## config.mk

```make
export PLATFORM = sky130hd
export DESIGN_NAME = dmem_access_unit
export DESIGN_NICKNAME = d
export VERILOG_FILES = /design/src/rtl/dmem_access_unit.sv
export SDC_FILE = /design/constraint.sdc
export NUM_CORES = 1
export LEC_CHECK = 0
export CORE_MARGIN = 8
export CORE_UTILIZATION = 50
export DETAILED_ROUTE_END_ITERATION = 6
export PLACE_DENSITY = 0.87
export SLEW_MARGIN = 20
export SYNTH_ARGS = -nofsm -noshare
export SYNTH_HDL_FRONTEND = slang
export SYNTH_SLANG_ARGS = --single-unit
```

## constraint.sdc

```tcl
create_clock -name clk -period 6.98 [get_ports clk]
set_clock_uncertainty 0.2 [all_clocks]
set_input_delay 1.396 -clock clk [delete_from_list [all_inputs] [get_ports clk]]
set_output_delay 1.396 -clock clk [all_outputs]
set_load 0.02 [all_outputs]
```

## src/rtl/dmem_access_unit.sv

```systemverilog
`default_nettype none
// ============================================================================
// Module   : dmem_access_unit
// Brief    : Memory-stage data-memory controller. Turns a load/store into a
//            req/ack transaction on a variable-latency bus, formats byte/half/
//            word data, stalls the pipeline until the access completes and
//            flags misaligned accesses and bus timeouts.
// Revision : 1.0 - initial release
// ============================================================================
module dmem_access_unit #(
  parameter int ADDR_WIDTH     = 32,
  parameter int DATA_WIDTH     = 32,
  parameter int TIMEOUT_CYCLES = 255
) (
  input  logic                  clk,
  input  logic                  rstn,
  input  logic                  m_valid,
  input  logic                  m_mem_read,
  input  logic                  m_dmem_we,
  input  logic [1:0]            m_size,
  input  logic                  m_unsigned,
  input  logic [31:0]           m_alu_out,
  input  logic [DATA_WIDTH-1:0] m_dmem_wd,
  output logic [DATA_WIDTH-1:0] m_dmem_rd,
  output logic                  stall,
  output logic                  bus_req,
  output logic                  bus_we,
  output logic [ADDR_WIDTH-1:0] bus_addr,
  output logic [DATA_WIDTH-1:0] bus_wdata,
  output logic [3:0]            bus_be,
  input  logic                  bus_ack,
  input  logic [DATA_WIDTH-1:0] bus_rdata,
  output logic                  misalign_err,
  output logic                  timeout_err
);

  typedef enum logic [1:0] {
    S_IDLE = 2'd0,
    S_REQ  = 2'd1,
    S_DONE = 2'd2
  } state_t;

  // Timeout counter is 16 bits wide, enough for the full legal timeout range.
  localparam logic [15:0] c_timeout = 16'(TIMEOUT_CYCLES);

  state_t                  state_q, state_d;
  logic                    bus_req_q, bus_req_d;
  logic                    bus_we_q, bus_we_d;
  logic [ADDR_WIDTH-1:0]   bus_addr_q, bus_addr_d;
  logic [DATA_WIDTH-1:0]   bus_wdata_q, bus_wdata_d;
  logic [3:0]              bus_be_q, bus_be_d;
  logic [DATA_WIDTH-1:0]   m_dmem_rd_q, m_dmem_rd_d;
  logic                    misalign_err_q, misalign_err_d;
  logic                    timeout_err_q, timeout_err_d;
  logic [15:0]             tmo_cnt_q, tmo_cnt_d;
  // Access attributes latched at request time, used to format the read data.
  logic [1:0]              addr_lo_q, addr_lo_d;
  logic [1:0]              size_q, size_d;
  logic                    unsigned_q, unsigned_d;
  logic                    is_load_q, is_load_d;

  logic                    w_access;
  logic                    w_is_store;
  logic                    w_misaligned;
  logic [DATA_WIDTH-1:0]   w_wdata;
  logic [3:0]              w_be;
  logic [7:0]              w_byte_lane;
  logic [15:0]             w_half_lane;
  logic [DATA_WIDTH-1:0]   w_load_data;
  logic [15:0]             w_cnt_inc;
  logic                    w_stall;

  // A store wins when both read and write are flagged.
  assign w_access     = m_valid & (m_mem_read | m_dmem_we);
  assign w_is_store   = m_dmem_we;
  // Reserved size 2'b11 behaves as a word access (size[1] set).
  assign w_misaligned = ((m_size == 2'b01) & m_alu_out[0]) |
                        (m_size[1] & (m_alu_out[1:0] != 2'b00));
  assign w_cnt_inc    = tmo_cnt_q + 16'd1;

  // Place store data on the byte lanes and build byte enables for the access size.
  always_comb begin
    w_wdata = m_dmem_wd;
    w_be    = 4'b1111;
    case (m_size)
      2'b00: begin
        w_wdata = {4{m_dmem_wd[7:0]}};
        w_be    = 4'b0001 << m_alu_out[1:0];
      end
      2'b01: begin
        w_wdata = {2{m_dmem_wd[15:0]}};
        w_be    = m_alu_out[1] ? 4'b1100 : 4'b0011;
      end
      default: begin
        w_wdata = m_dmem_wd;
        w_be    = 4'b1111;
      end
    endcase
  end

  // Select the addressed lane(s) of the read word and sign/zero-extend.
  always_comb begin
    w_byte_lane = bus_rdata[{addr_lo_q, 3'b000} +: 8];
    w_half_lane = addr_lo_q[1] ? bus_rdata[31:16] : bus_rdata[15:0];
    case (size_q)
      2'b00:   w_load_data = unsigned_q ? {24'd0, w_byte_lane}
                                        : {{24{w_byte_lane[7]}}, w_byte_lane};
      2'b01:   w_load_data = unsigned_q ? {16'd0, w_half_lane}
                                        : {{16{w_half_lane[15]}}, w_half_lane};
      default: w_load_data = bus_rdata;
    endcase
  end

  // Next-state logic for the IDLE -> REQ -> DONE access sequencer.
  always_comb begin
    state_d        = state_q;
    bus_req_d      = bus_req_q;
    bus_we_d       = bus_we_q;
    bus_addr_d     = bus_addr_q;
    bus_wdata_d    = bus_wdata_q;
    bus_be_d       = bus_be_q;
    m_dmem_rd_d    = m_dmem_rd_q;
    misalign_err_d = 1'b0;
    timeout_err_d  = 1'b0;
    tmo_cnt_d      = tmo_cnt_q;
    addr_lo_d      = addr_lo_q;
    size_d         = size_q;
    unsigned_d     = unsigned_q;
    is_load_d      = is_load_q;
    w_stall        = 1'b0;
    case (state_q)
      S_IDLE: begin
        if (w_access) begin
          if (w_misaligned) begin
            // Rejected without touching the bus; the pipeline keeps moving.
            misalign_err_d = 1'b1;
            m_dmem_rd_d    = '0;
          end else begin
            w_stall     = 1'b1;
            state_d     = S_REQ;
            bus_req_d   = 1'b1;
            bus_we_d    = w_is_store;
            bus_addr_d  = ADDR_WIDTH'({m_alu_out[31:2], 2'b00});
            bus_wdata_d = w_wdata;
            bus_be_d    = w_be;
            tmo_cnt_d   = '0;
            addr_lo_d   = m_alu_out[1:0];
            size_d      = m_size;
            unsigned_d  = m_unsigned;
            is_load_d   = ~w_is_store;
          end
        end
      end
      S_REQ: begin
        w_stall = 1'b1;
        if (bus_ack) begin
          // An ack on the final allowed cycle still completes normally.
          bus_req_d = 1'b0;
          state_d   = S_DONE;
          if (is_load_q) begin
            m_dmem_rd_d = w_load_data;
          end
        end else if (w_cnt_inc == c_timeout) begin
          bus_req_d     = 1'b0;
          timeout_err_d = 1'b1;
          tmo_cnt_d     = w_cnt_inc;
          state_d       = S_DONE;
          if (is_load_q) begin
            m_dmem_rd_d = '0;
          end
        end else begin
          tmo_cnt_d = w_cnt_inc;
        end
      end
      S_DONE: begin
        // One non-stalled cycle lets the instruction leave; inputs ignored.
        state_d = S_IDLE;
      end
      default: begin
        state_d = S_IDLE;
      end
    endcase
  end

  // State and registered outputs; reset abandons any in-flight access.
  always_ff @(posedge clk or negedge rstn) begin
    if (!rstn) begin
      state_q        <= S_IDLE;
      bus_req_q      <= 1'b0;
      bus_we_q       <= 1'b0;
      bus_addr_q     <= '0;
      bus_wdata_q    <= '0;
      bus_be_q       <= 4'b0000;
      m_dmem_rd_q    <= '0;
      misalign_err_q <= 1'b0;
      timeout_err_q  <= 1'b0;
      tmo_cnt_q      <= '0;
      addr_lo_q      <= 2'b00;
      size_q         <= 2'b00;
      unsigned_q     <= 1'b0;
      is_load_q      <= 1'b0;
    end else begin
      state_q        <= state_d;
      bus_req_q      <= bus_req_d;
      bus_we_q       <= bus_we_d;
      bus_addr_q     <= bus_addr_d;
      bus_wdata_q    <= bus_wdata_d;
      bus_be_q       <= bus_be_d;
      m_dmem_rd_q    <= m_dmem_rd_d;
      misalign_err_q <= misalign_err_d;
      timeout_err_q  <= timeout_err_d;
      tmo_cnt_q      <= tmo_cnt_d;
      addr_lo_q      <= addr_lo_d;
      size_q         <= size_d;
      unsigned_q     <= unsigned_d;
      is_load_q      <= is_load_d;
    end
  end

  // Stall is forced low while reset is held so the pipeline is never frozen by reset.
  assign stall        = rstn & w_stall;
  assign bus_req      = bus_req_q;
  assign bus_we       = bus_we_q;
  assign bus_addr     = bus_addr_q;
  assign bus_wdata    = bus_wdata_q;
  assign bus_be       = bus_be_q;
  assign m_dmem_rd    = m_dmem_rd_q;
  assign misalign_err = misalign_err_q;
  assign timeout_err  = timeout_err_q;

endmodule
`default_nettype wire

```

Fig. 1: signal wires on met2
(3 px per um)
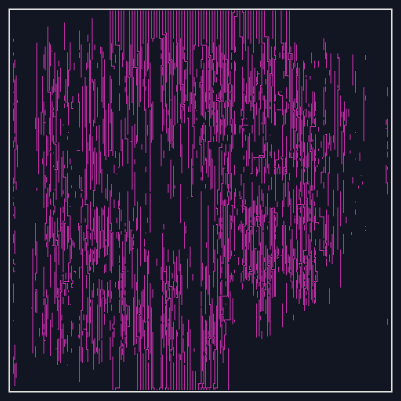
main direction: vertical
nets with wire on the layer: 795
longest straight run: 43.2 um
share of all routed wire: 50%

Fig. 2: register map, names as in the netlist
(3 px per um)
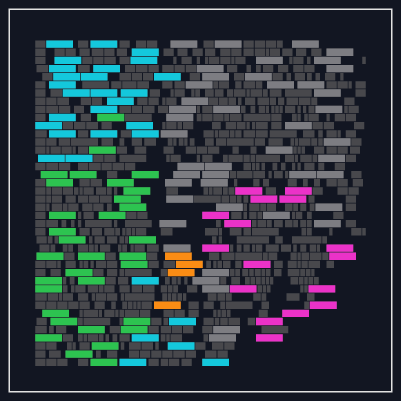
legend:
  green:
    signal: `bus_wdata`
    sequential_cells: 32
  cyan:
    signal: `bus_addr`
    sequential_cells: 30
  orange:
    signal: `bus_be`
    sequential_cells: 4
  magenta:
    signal: `tmo_cnt_q`
    sequential_cells: 16
not coloured: 44

Fig. 3: cell density map
(3 px per um) 13 x 13 tiles, from black (low) to pale yellow (high), 0 to 100% covered.
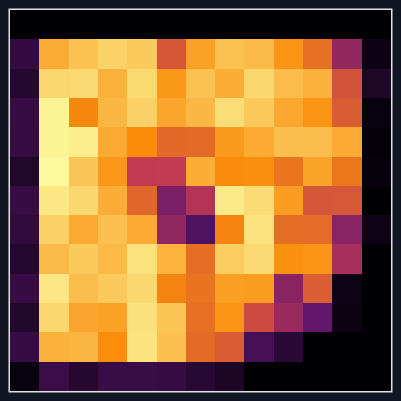
tiles over 75% full: 47%
mean over tiles: 54%
nearly empty tiles: 16%

Fig. 4: clock nets
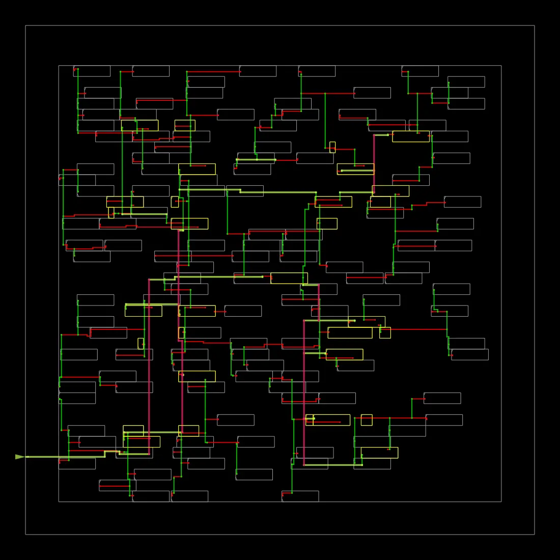
latest clock arrival within the worst-skew pair: 0.41 ns
CTS buffer count: 17
sequential cell count: 126
# clock sinks: 126

Fig. 5: power grid
(3 px per um) Pins as bars on the die edge.
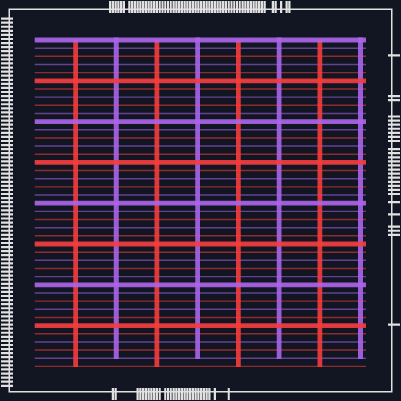
legend:
  purple:
    net: VDD
  red:
    net: VSS
rows: 40
signal pins: 210
met1 rails: 41
met5 straps: 8

==> run summary <==
The following summarizes the physical implementation.

Status
The flow ran to the end, and the final reports show no timing, DRC or antenna violations.

Detailed routing
The routed design shows a via density per instance of 5.66. The total met2 wirelength after detailed routing is 9490 um. The wire length per cell after detailed routing is 20.3 um.

The detailed router used layers up to and including met4. For this run, the detailed router's first-pass iteration total came to 5.

Synth
The sequential element share of the synthesized area is 51.2%. The synthesis report lists the most area-consuming cells as sky130_fd_sc_hd__dfrtp_1 51%, sky130_fd_sc_hd__mux2_2 11%, sky130_fd_sc_hd__mux2i_1 6.5%. The flip-flop and latch count after synthesis is 126. Yosys stat counts 579 cells in the synthesized netlist. Synthesis produced a netlist whose cell count is 579. Summing the areas of all compound-gate instances in the mapped netlist gives 13.5% of the synthesized area. For this run, the chip area from Yosys synthesis comes to 6160 um2. Summing every instance area after synthesis gives 6160 um2. For reference, simple AND, OR, NAND and NOR cells occupy 11.9% of the area reported after synthesis.

Dividing the synthesized area by the synthesized cell count gives 10.6 um2. The share of flip-flops with an asynchronous set or reset after synthesis is 100%. The most frequent cell after synthesis is sky130_fd_sc_hd__dfrtp_1.

Yosys reports the multiplexer fraction of the synthesized area as 17.8%.

CTS
The total of hold buffers inserted after clock tree synthesis is 0. TritonCTS built the clock tree. Per the repair_timing log after CTS, setup buffers inserted total 0. The depth of the CTS H-tree is 4. Gates resized during post-CTS repair numbered 0. Counting along the longest clock path gives a buffer depth of 2. The clock edge transition at the registers on the reported setup and hold paths is 0.05 ns. The root cell of the clock tree is sky130_fd_sc_hd__clkbuf_16.

Flow run
The total number of warnings across the stage logs is 28.

Final layout
The post-layout utilization of the core is 73.7%. After filler insertion, the fill cell instance count of the layout stands at 807. The fraction of area in clock buffers and inverters is 6.37%.

The footprint of the flip-flops and latches is 3150 um2. The non-clock buffer instance count of the final layout is 211. The non-clock inverter count in the final layout is 28. The post-route netlist has 13.6% of its cells at a drive strength greater than 1. The non-clock buffering overhead in the final layout is 23.9%. Across the whole layout, storage elements make up 35.6% of the cell area.

The logic area is 2730 um2.

Die
The die extent in y is 127 um. The report lists the number of standard-cell rows as 40. The total I/O pin count is 210. The horizontal extent of the die is 127 um.

The starting density of the core is 51.3%. The floorplan report lists the tap cell count as 147.

Worst setup path
The critical path depth is 7. The report lists the cells along the critical path as clkdlybuf4s50_1 > nor2_4 > nor2_1 > nor2_1 > nor2_1 > nor3b_1 > clkdlybuf4s50_1. The critical path's slowest stage uses the library cell sky130_fd_sc_hd__clkdlybuf4s50_1.

In this design, the stage delay of the slowest critical-path cell is 0.75 ns. The critical path class is in2out. The start of the worst register-to-register path is tmo_cnt_q[0]. The maximum fanout encountered on the critical timing path is 12.

STA classifies the critical path startpoint as a primary input. The internal reg-to-reg setup slack is 3.07 ns. The startpoint of the worst setup timing path is m_size[0].

GRT
Across every metal layer, demand over resource in global routing totals 23.5%. For met2 alone, demand over resource in global routing was 39.6%. Global routing used 11.4% of the available met3 tracks. The maximum number of pins on one net before global-route repair is 106.

Pwr
The internal portion of total power is 1.98 mW. The power report puts the leakage power at 3.70 nW. In this run, the clock network consumes 28.2% of the power. The script computed the net switching share of total power as 33.4%. The post-route total power is 2.98 mW. The reported sequential group power is 1.07 mW.

STA
The actual slew at the worst max-slew pin is 1.09 ns. After layout, the worst setup slack is 1.58 ns. The maximum clock frequency is 185 MHz.

Placed design
The placement stage leaves a total instance area of 8260 um2. The routability congestion estimate is 0.841. The detailed placer reported the number of placed instances as 899. The setup slack at placement is 1.58 ns.

Hold path
Hold analysis shows the worst path with a depth of 2.
==> cell usage in the layout, fill, tap and decap left out, types with 3 or more instances in the layout <==
cell,Yosys,routed
sky130_fd_sc_hd__o221ai_1,7,7
sky130_fd_sc_hd__and3_1,3,3
sky130_fd_sc_hd__a32o_1,8,8
sky130_fd_sc_hd__mux2i_1,40,40
sky130_fd_sc_hd__nor4b_1,3,3
sky130_fd_sc_hd__nor2_1,27,27
sky130_fd_sc_hd__inv_1,28,28
sky130_fd_sc_hd__nand2b_1,18,18
sky130_fd_sc_hd__buf_4,3,4
sky130_fd_sc_hd__nand3_1,5,5
sky130_fd_sc_hd__a31oi_1,3,3
sky130_fd_sc_hd__nand2_1,57,57
sky130_fd_sc_hd__mux2_2,60,60
sky130_fd_sc_hd__and2_1,3,3
sky130_fd_sc_hd__nand4_1,4,4
sky130_fd_sc_hd__o21ai_1,7,7
sky130_fd_sc_hd__clkbuf_1,24,4
sky130_fd_sc_hd__clkbuf_16,0,17
sky130_fd_sc_hd__nor2b_1,5,5
sky130_fd_sc_hd__clkdlybuf4s50_1,0,206
sky130_fd_sc_hd__clkbuf_8,0,5
sky130_fd_sc_hd__a21oi_1,35,35
sky130_fd_sc_hd__dfrtp_1,126,126
sky130_fd_sc_hd__o31ai_1,8,8
sky130_fd_sc_hd__o21ai_0,56,56
sky130_fd_sc_hd__nor3_1,3,3
==> sequential cells by signal (all words and copies together), names as in the netlist <==
name          count
bus_wdata        32
m_dmem_rd        32
bus_addr         30
tmo_cnt_q        16
bus_be            4
addr_lo_q         2
size_q            2
state_q           2
bus_req           1
bus_we            1
is_load_q         1
misalign_err      1
timeout_err       1
unsigned_q        1
Power is estimated from default activity; no workload was simulated.
